File: src/rtl/rtc_pkg.sv
// Shared defaults and constants for the RTC alarm core.
// Contents: parameter defaults, overflow flag index helper, alarm reset value.
package rtc_pkg;

    localparam int unsigned CNT_WIDTH_DEF  = 32;
    localparam int unsigned PSCR_WIDTH_DEF = 16;
    localparam int unsigned ALRM_NUM_DEF   = 4;

    // Alarms come out of reset parked at all-ones; sliced to CNT_WIDTH at use.
    localparam logic [63:0] ALRM_RST = '1;

    // The overflow flag sits just above the per-alarm flags.
    function automatic int unsigned ovf_idx(input int unsigned alrm_num);
        return alrm_num;
    endfunction

endpackage

File: src/rtl/rtc_tick_gen.sv
// Prescaler: emits a combinational tick every pscr_i+1 enabled cycles.
// Ports:
//   clk_i, rst_i : clock, async active-high reset
//   en_i         : count enable (freezes the prescaler when low)
//   clr_i        : restart the prescaler from 0, suppresses the tick
//   pscr_i       : divide value
//   tick_o       : tick in this cycle (combinational)
module rtc_tick_gen #(
    parameter int unsigned PSCR_WIDTH = 16
) (
    input  logic                  clk_i,
    input  logic                  rst_i,
    input  logic                  en_i,
    input  logic                  clr_i,
    input  logic [PSCR_WIDTH-1:0] pscr_i,
    output logic                  tick_o
);

    logic [PSCR_WIDTH-1:0] psc_q, psc_d;

    // Equality (not >=) so a lowered pscr_i lets psc_q run through wrap first.
    assign tick_o = en_i & ~clr_i & (psc_q == pscr_i);

    always_comb begin
        psc_d = psc_q;
        if (clr_i) begin
            psc_d = '0;
        end else if (en_i) begin
            psc_d = tick_o ? '0 : psc_q + PSCR_WIDTH'(1);
        end
    end

    always_ff @(posedge clk_i or posedge rst_i) begin
        if (rst_i) psc_q <= '0;
        else       psc_q <= psc_d;
    end

endmodule

File: src/rtl/rtc_alarm_core.sv
// RTC counter with prescaler, compare alarms, sticky flags and interrupt.
// Optional feature macro: RTC_ALRM_PERIODIC_EN (periodic auto-reload alarms).
// Ports:
//   clk_i, rst_i        : clock, async active-high reset
//   en_i, pscr_i        : count enable, prescale value (tick every pscr_i+1)
//   cnt_wr_i, cnt_dat_i : counter load
//   alrm_wr_i/idx/dat   : alarm (or period) register write
//   alrm_en_i           : per-channel compare enable
//   ie_i, flag_clr_i    : interrupt enables, W1C flag clears (top bit = overflow)
//   cnt_o, tick_o       : count, registered tick pulse
//   flag_o, irq_o       : sticky flags, registered interrupt
//   alrm_prd_sel_i, alrm_mode_i (periodic build only): period select, periodic mode
module rtc_alarm_core
    import rtc_pkg::*;
#(
    parameter int unsigned CNT_WIDTH  = CNT_WIDTH_DEF,
    parameter int unsigned PSCR_WIDTH = PSCR_WIDTH_DEF,
    parameter int unsigned ALRM_NUM   = ALRM_NUM_DEF,
    localparam int unsigned IDX_W     = (ALRM_NUM > 1) ? $clog2(ALRM_NUM) : 1
) (
    input  logic                  clk_i,
    input  logic                  rst_i,
    input  logic                  en_i,
    input  logic [PSCR_WIDTH-1:0] pscr_i,
    input  logic                  cnt_wr_i,
    input  logic [CNT_WIDTH-1:0]  cnt_dat_i,
    input  logic                  alrm_wr_i,
    input  logic [IDX_W-1:0]      alrm_idx_i,
    input  logic [CNT_WIDTH-1:0]  alrm_dat_i,
    input  logic [ALRM_NUM-1:0]   alrm_en_i,
`ifdef RTC_ALRM_PERIODIC_EN
    input  logic                  alrm_prd_sel_i,
    input  logic [ALRM_NUM-1:0]   alrm_mode_i,
`endif
    input  logic [ALRM_NUM:0]     ie_i,
    input  logic [ALRM_NUM:0]     flag_clr_i,
    output logic [CNT_WIDTH-1:0]  cnt_o,
    output logic                  tick_o,
    output logic [ALRM_NUM:0]     flag_o,
    output logic                  irq_o
);

    localparam int unsigned OVF = ovf_idx(ALRM_NUM);

    logic                 hit, adv, wr_ok;
    logic [CNT_WIDTH-1:0] cnt_q, cnt_d, cnt_inc;
    logic                 tick_q, tick_d;
    logic [ALRM_NUM:0]    flag_q, flag_d, flag_set;
    logic                 irq_q, irq_d;
    logic [ALRM_NUM-1:0]  match;
    logic [CNT_WIDTH-1:0] alrm_q [ALRM_NUM];
    logic [CNT_WIDTH-1:0] alrm_d [ALRM_NUM];
`ifdef RTC_ALRM_PERIODIC_EN
    logic [CNT_WIDTH-1:0] prd_q [ALRM_NUM];
    logic [CNT_WIDTH-1:0] prd_d [ALRM_NUM];
`endif

    rtc_tick_gen #(
        .PSCR_WIDTH (PSCR_WIDTH)
    ) u_tick_gen (
        .clk_i  (clk_i),
        .rst_i  (rst_i),
        .en_i   (en_i),
        .clr_i  (cnt_wr_i),
        .pscr_i (pscr_i),
        .tick_o (hit)
    );

    always_comb begin
        // A load wins over a same-cycle tick and never sets flags.
        adv     = hit & ~cnt_wr_i;
        cnt_inc = cnt_q + CNT_WIDTH'(1);
        cnt_d   = cnt_q;
        if (cnt_wr_i)  cnt_d = cnt_dat_i;
        else if (adv)  cnt_d = cnt_inc;
        tick_d = adv;

        // Compare against the pre-write alarm so a same-cycle write cannot hide a match.
        flag_set      = '0;
        flag_set[OVF] = adv & (&cnt_q);
        for (int k = 0; k < ALRM_NUM; k++) begin
            match[k]    = adv & alrm_en_i[k] & (cnt_inc == alrm_q[k]);
            flag_set[k] = match[k];
        end
        flag_d = (flag_q & ~flag_clr_i) | flag_set;
        irq_d  = |(flag_q & ie_i);

        alrm_d = alrm_q;
        wr_ok  = alrm_wr_i & (32'(alrm_idx_i) < ALRM_NUM);
`ifdef RTC_ALRM_PERIODIC_EN
        prd_d = prd_q;
        for (int k = 0; k < ALRM_NUM; k++) begin
            if (match[k] && alrm_mode_i[k] && (prd_q[k] != '0)) begin
                alrm_d[k] = alrm_q[k] + prd_q[k];
            end
        end
        // Explicit writes override the auto-reload.
        if (wr_ok && alrm_prd_sel_i)       prd_d[alrm_idx_i]  = alrm_dat_i;
        else if (wr_ok)                    alrm_d[alrm_idx_i] = alrm_dat_i;
`else
        if (wr_ok) alrm_d[alrm_idx_i] = alrm_dat_i;
`endif
    end

    always_ff @(posedge clk_i or posedge rst_i) begin
        if (rst_i) begin
            cnt_q  <= '0;
            tick_q <= 1'b0;
            flag_q <= '0;
            irq_q  <= 1'b0;
            for (int k = 0; k < ALRM_NUM; k++) begin
                alrm_q[k] <= ALRM_RST[CNT_WIDTH-1:0];
`ifdef RTC_ALRM_PERIODIC_EN
                prd_q[k]  <= '0;
`endif
            end
        end else begin
            cnt_q  <= cnt_d;
            tick_q <= tick_d;
            flag_q <= flag_d;
            irq_q  <= irq_d;
            alrm_q <= alrm_d;
`ifdef RTC_ALRM_PERIODIC_EN
            prd_q  <= prd_d;
`endif
        end
    end

    assign cnt_o  = cnt_q;
    assign tick_o = tick_q;
    assign flag_o = flag_q;
    assign irq_o  = irq_q;

endmodule
File: config.mk
export PLATFORM = sky130hd
export DESIGN_NAME = rtc_alarm_core
export DESIGN_NICKNAME = d
export VERILOG_FILES = /design/src/rtl/rtc_pkg.sv /design/src/rtl/rtc_tick_gen.sv /design/src/rtl/rtc_alarm_core.sv
export SDC_FILE = /design/constraint.sdc
export NUM_CORES = 1
export LEC_CHECK = 0
export ABC_AREA = 1
export CORE_AREA = 2 2 106 186
export CTS_CLUSTER_DIAMETER = 120
export DETAILED_ROUTE_END_ITERATION = 6
export DIE_AREA = 0 0 108 188
export GPL_TIMING_DRIVEN = 0
export PLACE_DENSITY = 0.92
export SLEW_MARGIN = 20
export SYNTH_ARGS = -nofsm -noshare
export SYNTH_HDL_FRONTEND = slang
export SYNTH_SLANG_ARGS = --single-unit
File: constraint.sdc
create_clock -name clk_i -period 10.45 [get_ports clk_i]
set_clock_uncertainty 0.1 [all_clocks]
set_input_delay 1.5675 -clock clk_i [delete_from_list [all_inputs] [get_ports clk_i]]
set_output_delay 1.5675 -clock clk_i [all_outputs]
set_load 0.1 [all_outputs]
run_1/gates.png
Bar = 20 um.
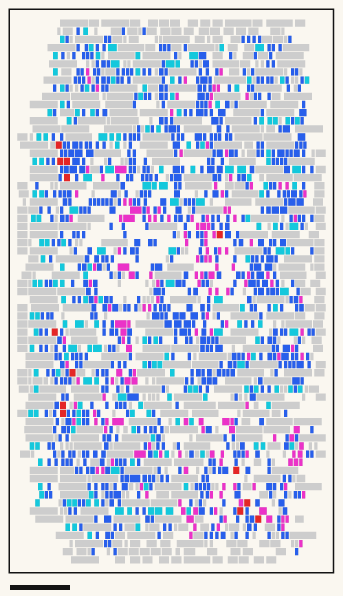
[magenta] nor cells | cells: 167
[cyan] aoi and oai cells | cells: 186 | where: spread over the die
[blue] nand cells | cells: 819 | where: spread over the die
[red] and/or cells | cells: 13
fraction of area in multi-input gates: 0.407
count of non-filler cells in the finished layout: 2,036
Top cell excl fill/tap: nand2_1

run_1/placed.png
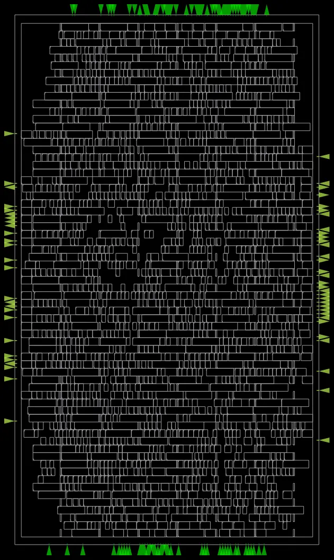
CORE AREA: 18,900 sq um
Tap Cells: 241

run_1/route_heat.png
22 x 38 tiles, from black (low) to pale yellow (high), scaled to the fullest tile. Values are wire area over tile area, all layers added.
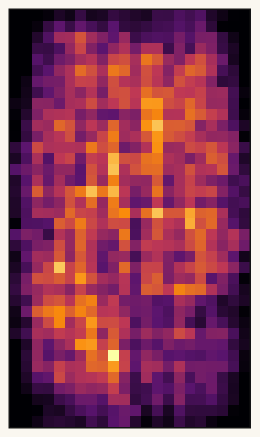
mean over tiles: 0.32
tiles over half the peak: 24%
emptiest ninth of the die: south-east
densest ninth of the die: center
fullest tile: 0.91
nearly empty tiles: 6.7%
Avg WL per Cell: 18.3 um
wirelength, routed: 37,200 um
Vias: 11,700
GRT Util Overall: 0.375

run_1/closeup.png
Bar = 10 um. Region (42, 44) to (67, 69) um. Cells in gray, sequential cells in the stronger gray; small squares are vias.
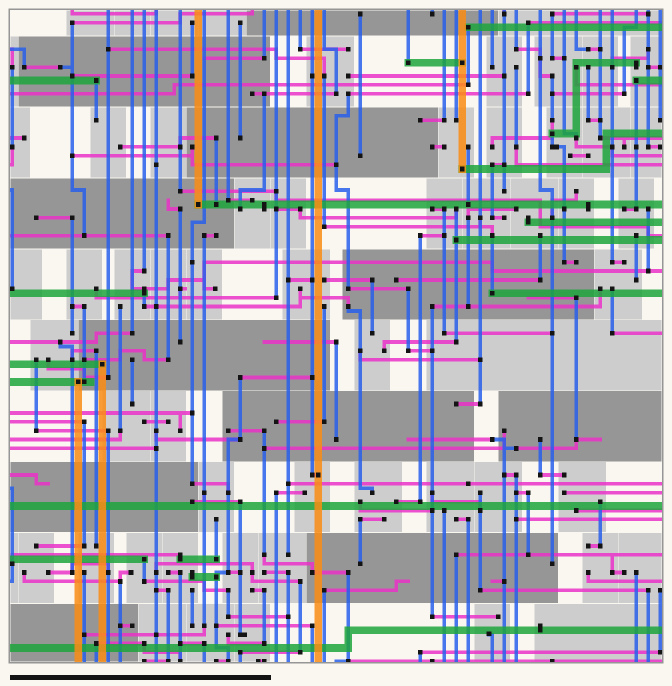
[blue] M2
[magenta] M1
[green] M3
[orange] M4
cells with their middle in the window: 59
netlist names of flops here include: alrm_q (9), u_tick_gen.psc_q (1)
most frequent: nand2_1 (16), o21ai_0 (9), dfstp_2 (9)
sequential cells in the window: 10

==> results.yml, run 1 <==
# flow metrics
flow_run:
  warnings: 28
  drv_cap: 0
placement:
  place_area_sq_um: 12800
synth:
  ys_sh_aoi: 0.0959
  ys_cells: 1624
  syn_inst: 1624
  synth_top_area_share: 0.302
  yosysTopAreaCell: "dfstp_2"
  ys_seq_share: 0.426
  edf_count: 0
  ys_area_sq_um: 11100
  postSynth.asyncResetShare: 1.00
power:
  power.switching_mw: 0.723
  p_comb_mw: 0.532
  leakagePower_nw: 6.40
  p_per_area_nw_per_um2: 160
timing:
  setup_tns_ns: 0
  rsz0062_at_grt: "false"
layout:
  nets: 1885
  flops: 183
  inv_count: 206
  largest_class: "logic gates"
worst_setup_path:
  r2r_cells: 12
  r2r-start: "cnt_o[8]$_DFFE_PP0P_"
grt:
  use_met1: 0.407
outcome:
  status: "finished clean"
clock_network:
  cts_sinks: 183
worst_hold_path:
  hold_path.class: "reg -> reg"
route:
  vias_per_cell: 5.75
--- run 2 (diff from run 1) ---
- CORE_AREA: 2 2 106 186 -> 2 2 115 201
- DIE_AREA: 0 0 108 188 -> 0 0 117 203
- PLACE_DENSITY: 0.92 -> 0.84
- clock period: 10.45 -> 3.4 ns (I/O delays scaled with it)
run_2/closeup.png
Bar = 10 um. Region (46, 48) to (71, 73) um. Cells in gray, sequential cells in the stronger gray; small squares are vias.
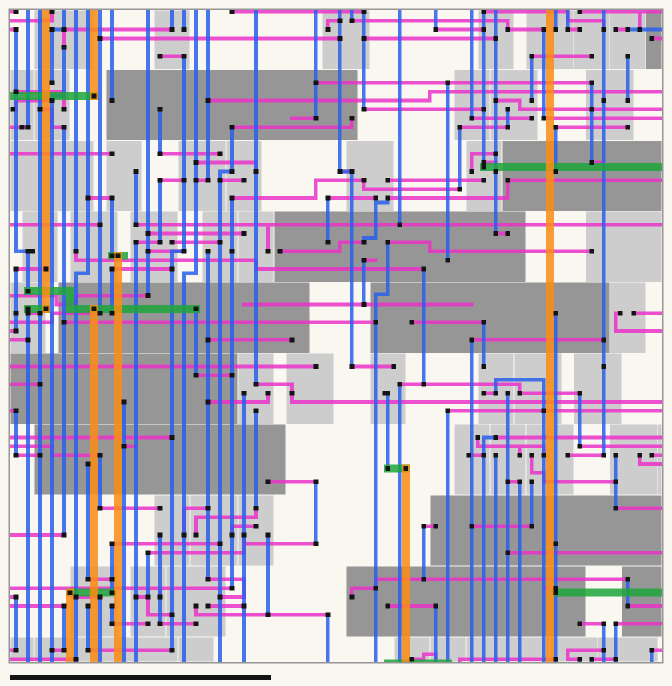
[magenta] M1
[blue] M2
[orange] M4
[green] M3
most frequent: nand2_1 (12), o21ai_0 (7)
sequential cells in the window: 9
cells with their middle in the window: 51
netlist names of flops here include: alrm_q (5), u_tick_gen.psc_q (3)

==> run 2 against run 1 <==
  * Worst hold slack worse by 0.046 ns
  * Synthesized area did not move
  * Critical path depth shrank 1
  * Via count is 2.3% lower
  * Register-to-register slack lost 7.1 ns
  * Power increased to 3.0 times the previous value
  * Combinational power rose to 3.1 times the previous value
  * Sequential cell count unchanged
  * Synthesized cell count unchanged
  * Core utilization fell by 9.8 points
  * First-iteration DRC count is essentially flat
  * Largest power group unchanged
==> results.yml, run 2 <==
# flow metrics
placement:
  placed_cells: 2064
  place_area_sq_um: 13000
worst_setup_path:
  cp.depth: 12
  cp_data_required_time_ns: 3.69
  worstPathCellList: "nand2_1, nor2_1, nand3_1, nand2_1, nand2_1, nand2_1, nand2_1, a21oi_1, nand3_1, nor2_1, nand3_1, nand2_1"
  r2r_cells: 12
  r2r-start: "cnt_o[12]$_DFFE_PP0P_"
  crit_end: "flag_o[0]$_DFF_PP0_"
synth:
  yosysTopAreaCell: "dfstp_2"
  ys_area_sq_um: 11100
  synth_top_area_share: 0.302
  adder_share: 0.00225
  ys_seq_share: 0.426
  ys_sh_aoi: 0.0959
  syn_inst: 1624
  postSynth.asyncResetShare: 1.00
route:
  drcViolationCount: 0
  vias_per_cell: 5.46
  post_drt_wl_per_cell_um: 17.7
  routed.top_layer: "met4"
power:
  p_per_area_nw_per_um2: 477
  pwr-share-seq: 0.450
  power_mw: 6.47
  leakagePower_nw: 6.40
  pg_clk_mw: 1.92
  power.switching_mw: 2.26
grt:
  use_met3: 0.0481
  use_met1: 0.354
  grt_pass1_wl_um: 58000
worst_hold_path:
  hold_end: "cnt_o[27]$_DFFE_PP0P_"
layout:
  layout_top_cell: "nand2_1"
  flops: 183
  inv_count: 206
  buf_share: 0.121
  drive_gt1_frac: 0.124
  largest_class: "logic gates"
  clk_share: 0.0417
clock_network:
  htree_num_levels: 4
  cts_buffers: 17
  cts_sinks: 183
timing:
  setup_tns_ns: 0
  rsz0062_at_grt: "false"
floorplan:
  dieArea_sq_um: 23800
  coreArea_sq_um: 22100
  tapCellCount: 296
outcome:
  status: "finished clean"
flow_run:
  warnings: 26
  drv_cap: 0
run_2/route_heat.png
12 x 20 tiles, from black (low) to pale yellow (high), scaled to the fullest tile. Values are wire area over tile area, all layers added.
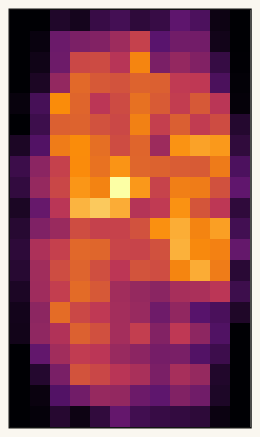
densest ninth of the die: center
fullest tile: 0.67
nearly empty tiles: 8.7%
GRT Util Overall: 0.324
wirelength, routed: 37,100 um
Vias: 11,400

Power figures rest on the tool's default switching activity, not on a simulated workload.
